File: src/rtl/jtag_dtm_host_pkg.sv
// jtag_dtm_host_pkg
// Shared types and constants for the JTAG host that drives the DTM TAP.
//   jtag_op_e    : command opcodes on cmd_op_i
//   host_state_e : sequencer states of jtag_dtm_host
//   Tms*         : TMS bit patterns, bit i is the TMS value for the i-th rising edge
//   Ir*          : DTM instruction register codes
package jtag_dtm_host_pkg;

  typedef enum logic [1:0] {
    OpTapReset = 2'b00,
    OpIrScan   = 2'b01,
    OpDrScan   = 2'b10,
    OpRunIdle  = 2'b11
  } jtag_op_e;

  typedef enum logic [2:0] {
    StResetSeq,
    StIdle,
    StPre,
    StShift,
    StPost,
    StIdleRun,
    StResp
  } host_state_e;

  // Five TMS=1 edges reach Test-Logic-Reset from any state, the sixth parks in RunTestIdle.
  localparam logic [5:0] TmsResetSeq  = 6'b011111;
  localparam logic [2:0] ResetSeqLast = 3'd5;

  // RunTestIdle -> SelectDR -> CaptureDR -> ShiftDR
  localparam logic [3:0] TmsPreDr  = 4'b0001;
  localparam logic [2:0] PreDrLast = 3'd2;

  // RunTestIdle -> SelectDR -> SelectIR -> CaptureIR -> ShiftIR
  localparam logic [3:0] TmsPreIr  = 4'b0011;
  localparam logic [2:0] PreIrLast = 3'd3;

  // Exit1 -> Update -> RunTestIdle
  localparam logic [1:0] TmsPost  = 2'b01;
  localparam logic [2:0] PostLast = 3'd1;

  localparam logic [4:0] IrIdcode    = 5'h01;
  localparam logic [4:0] IrDtmcs     = 5'h10;
  localparam logic [4:0] IrDmiAccess = 5'h11;
  localparam logic [4:0] IrBypass    = 5'h1f;

endpackage

File: src/rtl/jtag_tck_gen.sv
// jtag_tck_gen
// TCK divider. Each TCK phase lasts ClkDiv clk_i cycles while run_i is high;
// with run_i low TCK is parked low and the divider is cleared so the first
// rise after run_i goes high comes exactly ClkDiv cycles later.
//   clk_i   : system clock
//   trst_ni : asynchronous active-low reset
//   run_i   : enable TCK toggling
//   tck_o   : generated TCK
//   rise_o  : last low-phase cycle, TCK rises on the next cycle
//   fall_o  : last high-phase cycle, TCK falls on the next cycle
module jtag_tck_gen #(
  parameter int ClkDiv = 2
) (
  input  logic clk_i,
  input  logic trst_ni,
  input  logic run_i,
  output logic tck_o,
  output logic rise_o,
  output logic fall_o
);

  localparam int CntW = (ClkDiv > 1) ? $clog2(ClkDiv) : 1;
  localparam logic [CntW-1:0] CntLast = CntW'(ClkDiv - 1);

  logic [CntW-1:0] cnt_q;
  logic            tck_q;
  logic            phaseEnd;

  assign phaseEnd = run_i && (cnt_q == CntLast);
  assign rise_o   = phaseEnd && !tck_q;
  assign fall_o   = phaseEnd && tck_q;
  assign tck_o    = tck_q;

  // Phase counter and TCK toggle; idle clears both so TCK restarts from a full low phase.
  always_ff @(posedge clk_i or negedge trst_ni) begin
    if (!trst_ni) begin
      cnt_q <= '0;
      tck_q <= 1'b0;
    end else if (!run_i) begin
      cnt_q <= '0;
      tck_q <= 1'b0;
    end else if (phaseEnd) begin
      cnt_q <= '0;
      tck_q <= ~tck_q;
    end else begin
      cnt_q <= cnt_q + 1'b1;
    end
  end

endmodule

File: src/rtl/jtag_dtm_host.sv
// jtag_dtm_host
// JTAG initiator for the DTM TAP. Expands commands into TAP reset, IR scan,
// DR scan or idle clocking and returns the captured TDO bits.
//   clk_i, trst_ni          : clock, asynchronous active-low reset
//   cmd_valid_i/cmd_ready_o : command handshake
//   cmd_op_i                : jtag_op_e opcode
//   cmd_len_i               : scan bits / idle TCKs (0 -> 1, clamped to MaxLen)
//   cmd_data_i              : TDI bits, bit0 shifted first
//   rsp_valid_o/rsp_ready_i : response handshake
//   rsp_data_o              : captured TDO, bit i = i-th captured bit
//   tck_o, tms_o, tdi_o     : to target TAP
//   tdo_i                   : from target TAP
module jtag_dtm_host
  import jtag_dtm_host_pkg::*;
#(
  parameter int ClkDiv        = 2,
  parameter int MaxLen        = 64,
  parameter bit TdoRegistered = 1'b1,
  parameter int LenW          = $clog2(MaxLen) + 1
) (
  input  logic              clk_i,
  input  logic              trst_ni,
  input  logic              cmd_valid_i,
  output logic              cmd_ready_o,
  input  logic [1:0]        cmd_op_i,
  input  logic [LenW-1:0]   cmd_len_i,
  input  logic [MaxLen-1:0] cmd_data_i,
  output logic              rsp_valid_o,
  input  logic              rsp_ready_i,
  output logic [MaxLen-1:0] rsp_data_o,
  output logic              tck_o,
  output logic              tms_o,
  output logic              tdi_o,
  input  logic              tdo_i
);

  localparam int IdxW = $clog2(MaxLen);

  host_state_e       state_q, state_d;
  jtag_op_e          op_q, op_d;
  logic [2:0]        step_q, step_d;
  logic [LenW-1:0]   bit_q, bit_d;
  logic [LenW-1:0]   len_q, len_d;
  logic [MaxLen-1:0] sr_q, sr_d;
  logic [MaxLen-1:0] cap_q, cap_d;
  logic              respond_q, respond_d;
  logic              tms_q, tms_d;
  logic              tdi_q, tdi_d;
  logic              run, rise, fall;
  logic [LenW-1:0]   lenEff;
  logic [IdxW-1:0]   capIdx;
  logic              capEn;

  jtag_tck_gen #(.ClkDiv(ClkDiv)) u_tck_gen (
    .clk_i  (clk_i),
    .trst_ni(trst_ni),
    .run_i  (run),
    .tck_o  (tck_o),
    .rise_o (rise),
    .fall_o (fall)
  );

  assign run = (state_q == StResetSeq) || (state_q == StPre) || (state_q == StShift) ||
               (state_q == StPost) || (state_q == StIdleRun);

  assign cmd_ready_o = (state_q == StIdle);
  assign rsp_valid_o = (state_q == StResp);
  assign rsp_data_o  = cap_q;
  assign tms_o       = tms_q;
  assign tdi_o       = tdi_q;

  // Zero length means one bit; anything beyond the register width is clamped.
  always_comb begin
    lenEff = cmd_len_i;
    if (cmd_len_i == '0) begin
      lenEff = LenW'(1);
    end else if (cmd_len_i > LenW'(MaxLen)) begin
      lenEff = LenW'(MaxLen);
    end
  end

  // A registered TDO shows a shift bit one edge late, so its capture slides
  // from shift edges 1..N to shift edges 2..N plus the Exit1->Update edge.
  always_comb begin
    capEn  = 1'b0;
    capIdx = IdxW'(bit_q);
    if (!TdoRegistered) begin
      capEn = (state_q == StShift);
    end else if (state_q == StShift && bit_q != '0) begin
      capEn  = 1'b1;
      capIdx = IdxW'(bit_q - LenW'(1));
    end else if (state_q == StPost && step_q == 3'd0) begin
      capEn  = 1'b1;
      capIdx = IdxW'(len_q - LenW'(1));
    end
  end

  // Sequencer: every move between TAP steps happens on the fall strobe so the
  // TMS/TDI for the next edge are launched together with the falling TCK.
  always_comb begin
    state_d   = state_q;
    op_d      = op_q;
    step_d    = step_q;
    bit_d     = bit_q;
    len_d     = len_q;
    sr_d      = sr_q;
    cap_d     = cap_q;
    respond_d = respond_q;

    if (rise && capEn) begin
      cap_d[capIdx] = tdo_i;
    end

    case (state_q)
      StResetSeq: begin
        if (fall) begin
          if (step_q == ResetSeqLast) begin
            step_d    = 3'd0;
            respond_d = 1'b0;
            state_d   = respond_q ? StResp : StIdle;
          end else begin
            step_d = step_q + 3'd1;
          end
        end
      end
      StIdle: begin
        if (cmd_valid_i) begin
          op_d   = jtag_op_e'(cmd_op_i);
          len_d  = lenEff;
          sr_d   = cmd_data_i;
          cap_d  = '0;
          step_d = 3'd0;
          bit_d  = '0;
          case (jtag_op_e'(cmd_op_i))
            OpTapReset: begin
              state_d   = StResetSeq;
              respond_d = 1'b1;
            end
            OpRunIdle: state_d = StIdleRun;
            default:   state_d = StPre;
          endcase
        end
      end
      StPre: begin
        if (fall) begin
          if (step_q == ((op_q == OpIrScan) ? PreIrLast : PreDrLast)) begin
            step_d  = 3'd0;
            state_d = StShift;
          end else begin
            step_d = step_q + 3'd1;
          end
        end
      end
      StShift: begin
        if (fall) begin
          sr_d = sr_q >> 1;
          if (bit_q == len_q - LenW'(1)) begin
            step_d  = 3'd0;
            state_d = StPost;
          end else begin
            bit_d = bit_q + LenW'(1);
          end
        end
      end
      StPost: begin
        if (fall) begin
          if (step_q == PostLast) begin
            state_d = StResp;
          end else begin
            step_d = step_q + 3'd1;
          end
        end
      end
      StIdleRun: begin
        if (fall) begin
          if (bit_q == len_q - LenW'(1)) begin
            state_d = StResp;
          end else begin
            bit_d = bit_q + LenW'(1);
          end
        end
      end
      StResp: begin
        if (rsp_ready_i) begin
          state_d = StIdle;
        end
      end
      default: state_d = StIdle;
    endcase
  end

  // TMS/TDI for the upcoming edge follow the next-state values, so they only
  // move when the sequencer moves (fall strobe or command acceptance).
  always_comb begin
    tms_d = 1'b0;
    tdi_d = 1'b0;
    case (state_d)
      StResetSeq: tms_d = TmsResetSeq[step_d];
      StPre:      tms_d = (op_d == OpIrScan) ? TmsPreIr[step_d[1:0]] : TmsPreDr[step_d[1:0]];
      StShift: begin
        tms_d = (bit_d == len_d - LenW'(1));
        tdi_d = sr_d[0];
      end
      StPost:     tms_d = TmsPost[step_d[0]];
      default:    ;
    endcase
  end

  // State registers; reset lands in the autonomous TAP reset sequence.
  always_ff @(posedge clk_i or negedge trst_ni) begin
    if (!trst_ni) begin
      state_q   <= StResetSeq;
      op_q      <= OpTapReset;
      step_q    <= 3'd0;
      bit_q     <= '0;
      len_q     <= LenW'(1);
      sr_q      <= '0;
      cap_q     <= '0;
      respond_q <= 1'b0;
      tms_q     <= 1'b1;
      tdi_q     <= 1'b0;
    end else begin
      state_q   <= state_d;
      op_q      <= op_d;
      step_q    <= step_d;
      bit_q     <= bit_d;
      len_q     <= len_d;
      sr_q      <= sr_d;
      cap_q     <= cap_d;
      respond_q <= respond_d;
      tms_q     <= tms_d;
      tdi_q     <= tdi_d;
    end
  end

endmodule

File: config.mk
export PLATFORM = sky130hd
export DESIGN_NAME = jtag_dtm_host
export DESIGN_NICKNAME = d
export VERILOG_FILES = /design/src/rtl/jtag_dtm_host_pkg.sv /design/src/rtl/jtag_tck_gen.sv /design/src/rtl/jtag_dtm_host.sv
export SDC_FILE = /design/constraint.sdc
export NUM_CORES = 1
export LEC_CHECK = 0
export ABC_AREA = 0
export CAP_MARGIN = 40
export CELL_PAD_IN_SITES_DETAIL_PLACEMENT = 0
export CELL_PAD_IN_SITES_GLOBAL_PLACEMENT = 1
export CORE_MARGIN = 2
export CORE_UTILIZATION = 40
export DETAILED_ROUTE_END_ITERATION = 10
export HOLD_SLACK_MARGIN = 0.1
export PLACE_DENSITY = 0.91
export SLEW_MARGIN = 0
export SYNTH_ARGS = -nofsm -noshare
export SYNTH_HDL_FRONTEND = slang
export SYNTH_SLANG_ARGS = --single-unit
File: constraint.sdc
create_clock -name clk_i -period 3.8 [get_ports clk_i]
set_clock_uncertainty 0.1 [all_clocks]
set_input_delay 1.14 -clock clk_i [delete_from_list [all_inputs] [get_ports clk_i]]
set_output_delay 1.14 -clock clk_i [all_outputs]
set_load 0.05 [all_outputs]
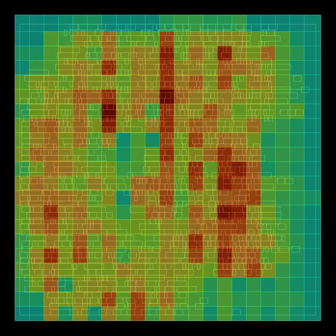
**Above:** track usage over the die.
final core utilization: 0.5401
detail-routed net length per standard cell: 16.92 um
layer with the highest usage: met2
met2 Use GR: 0.3288

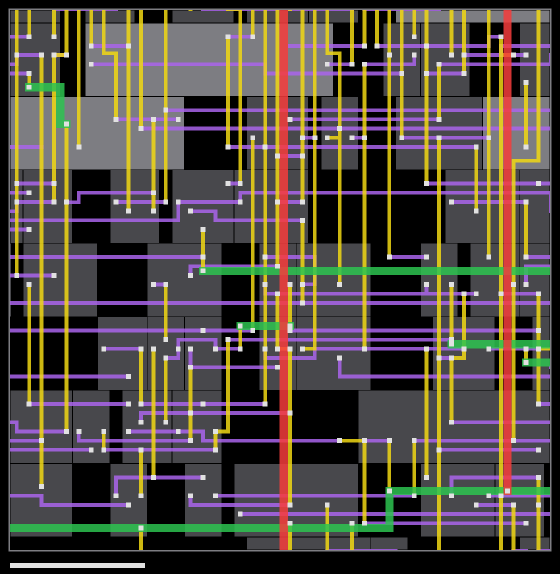
**Above:** layout detail.
The bar under the picture is 5 um long. Region (63, 92) to (83, 112) um. Cells in gray, sequential cells in the stronger gray; small squares are vias.
M4: shown in red. M1: shown in purple. M2: shown in yellow. M3: shown in green.
38 logic cells have their middle in the window. Most frequent: buf_4 (8), nor2_1 (6), nand2_1 (5). Netlist names of flops here include rsp_data_o (2). Sequential cells in the window: 2.

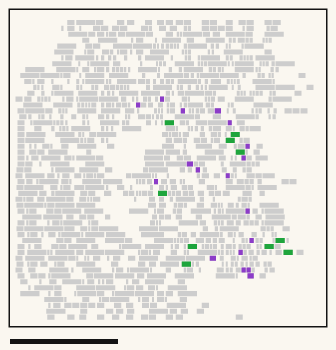
**Above:** gate-type map.
The bar under the picture is 50 um long.
fa/ha/maj cells: shown in green, cells 10, most used ha_1. and/or cells: shown in purple, cells 18, most used and3_1.
top logic cell by instance count in the layout: dfrtp_1
multi-input gate share of the layout cell area: 0.3454

==> summary.txt <==
Implementation numbers.

- The synthesized net count is roughly 960.
- The worst path needs 3.645 ns of the cycle, external delays included.
- The synthesized design spends more area on one cell type than any other, namely dfrtp_1.
- The wire length of the first global-routing pass reads around 36,000 um.
- The total global routing overflow is 0.
- The number of pins exceeding their max-slew limit in the final report reads 0.
- For this run, the register share of the synthesized area comes to 0.4822.
- The fraction of the mapped netlist area in compound gates is 0.1951.
- The static leakage reads ~0.0048 uW.
- The largest driver fanout on the critical path is 16.
- The synthesized area per cell is ~9 sq um.
- The chip area from the yosys synthesis statistics reads ~0.0080 sq mm.
- The arithmetic-cell share of the synthesized area counting full adders, half adders and majority gates reads 0.01554.
- The die is around 150 um tall.
- The synthesis report lists the Yosys warning total as 0.
- For reference, the placement row count at floorplan is about 50.
- The slew at the pin closest to its max-slew limit is 0.7137 ns.
- The fraction of the core area occupied by cells at floorplan reads 0.4109.
- The startpoint kind of the worst setup timing path reads a flop.
- The highest-delay cell along the critical path reads clkdlybuf4s50_1.
- The post-synthesis cell type with the largest instance count reads dfrtp_1.
- By area the synthesized netlist is led by dfrtp_1, a222oi_1, nand2_1, a21oi_1, inv_1.
- The routability congestion estimate from global placement is around 0.87.
- The endpoint with the worst hold slack is sr_q[34].
- The share of post-route cells with drive strength above 1 reads 0.1070.
- The instance count along the most critical hold path reads 2.
- The area added between synthesis and finish is 31.45%.
- The iteration count of the initial detailed-routing pass reads 9.
- In this run the number of H-tree levels came out at 4.
- The maximum resistive drop on vdd is 0.0005310 V.
- The run finished with clean final reports.
- The count of final setup violators reads 0.
- The post-CTS hold buffer count recorded in the log is 0.
- The detailed-placement wirelength estimate reads around 16,000 um.
- The worst min-delay path startpoint is sr_q[35].
- OpenSTA, run right after detailed placement, puts the worst setup slack at -0.1211 ns.
- The capture point of the worst path is cmd_ready_o.
- The arrival time reported for the critical path endpoint is 2.40 ns.
- The hold slack reads about 0.39 ns.
- The post-route fraction of the period consumed by the critical path is 0.9592.
- The simple-gate portion of the synthesized area is 0.1785.
- The largest net degree at the start of global routing reads about 65.
- The power per cell area reads around 870 mW/mm^2.
- The multi-input combinational cells in the finished layout cover a total of 0.003655 sq mm.
- The tightest min-delay check is of the reg -> reg type.
- STA classifies the critical path endpoint as an output pin.
- The critical path's largest stage delay is 0.81 ns.
- The final setup TNS is 0 ns.
- The commonest cells after synthesis are dfrtp_1, nand2_1, inv_1.
- The number of post-CTS setup repair buffers reads 0.
- The critical path goes through or3b_1 -> inv_2 -> clkdlybuf4s50_1.
- The hold violation total from the final report reads 0.
- Setup repair after global routing left no endpoint under its margin.
- The CTS sink count reads between 150 and 200.
- The fraction of synthesized area in multiplexers is 0.03451.
- The number of buffers on the longest clock path reads 2.
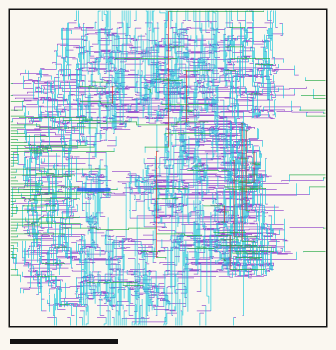
**Above:** wiring by layer.
The bar under the picture is 50 um long.
M2: shown in cyan, wire length 10,400 um. M1: shown in purple, wire length 9,680 um. M4: shown in red, wire length 307 um. M3: shown in green, wire length 1,630 um. M5: shown in blue, wire length 13.8 um.
Post-Route WL: 22,030 um
via count: 7,207
GR Util All Layers: 0.2106

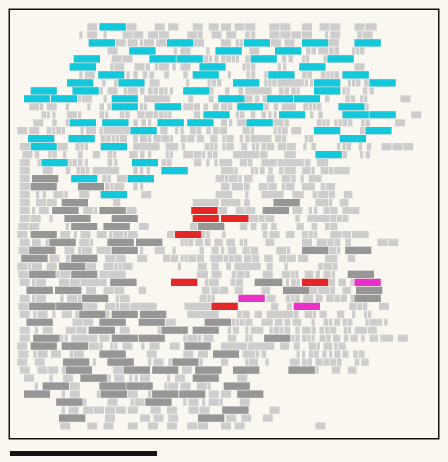
**Above:** sequential cells colored by netlist name.
The bar under the picture is 50 um long.
len_q: shown in red, sequential cells 7, where middle. rsp_data_o: shown in cyan, sequential cells 64, where a band across the top. state_q: shown in magenta, sequential cells 3.
Another 81 sequential cells are not colored.
combined flip-flop and latch cell area: 0.003881 sq mm
fraction of standard cell area that is sequential: 0.3668
reported sequential group power: 2930 uW

[worst reg2reg max path, delay by kind of cell (launching register included)]
kind / cells / cell delay [ns]
simple gates: 3 / 0.82
flops: 1 / 0.62
compound gates: 3 / 0.83
buf+inv: 1 / 0.07
xor+xnor: 3 / 0.72
fa+ha+maj: 1 / 0.21
[registers in the layout, indices dropped and copies added (netlist names)]
name / count
rsp_data_o: 64
sr_q: 64
bit_q: 7
len_q: 7
state_q: 3
step_q: 3
op_q: 2
respond_q: 1
tdi_o: 1
tms_o: 1
u_tck_gen.cnt_q: 1
u_tck_gen.tck_o: 1
[power by group]
group	switching [uW]	internal, uW
registers	560	2370
clock network	697	962
logic	2790	1800
total	4050	5140
[logic make-up (layout without fill, tap and decap cells)]
| logic type | Yosys count | count (layout) |
|---|---|---|
| simple gates | 294 | 294 |
| compound gates | 220 | 220 |
| flops | 155 | 155 |
| buf+inv | 139 | 307 |
| mux | 27 | 27 |
| xor+xnor | 24 | 24 |
| fa+ha+maj | 10 | 10 |
[stage by stage]
| step | instance area [sq um] | cells | util |
|---|---|---|---|
| after floorplan | 8049 | 869 | - |
| after global placement | 9995 | 1269 | 0.5102 |
| after detailed placement | 10000 | 1270 | 0.5104 |
| after CTS | 10580 | 1302 | 0.5401 |
| after global routing | 10580 | 1302 | 0.5401 |
| final | 10580 | 1302 | 0.5401 |
[final cells by class]
cell class                 instances  share of cell area
clock inverter                    11             0.01041
inverter                          81             0.02874
timing repair buffer             194              0.1728
clock buffer                      21             0.04447
sequential                       155              0.3668
multi-input combinational        575              0.3454
tap                              265             0.03134
[per-layer routing]
metal  vias up  track usage  wire length, um
met4         2      0.05980              307
li1       3421            -                -
met5         -            0               13
met1      3506       0.2863             9684
met3        25      0.06113             1626
met2       253       0.3288            10400
Power figures rest on the tool's default switching activity, not on a simulated workload.
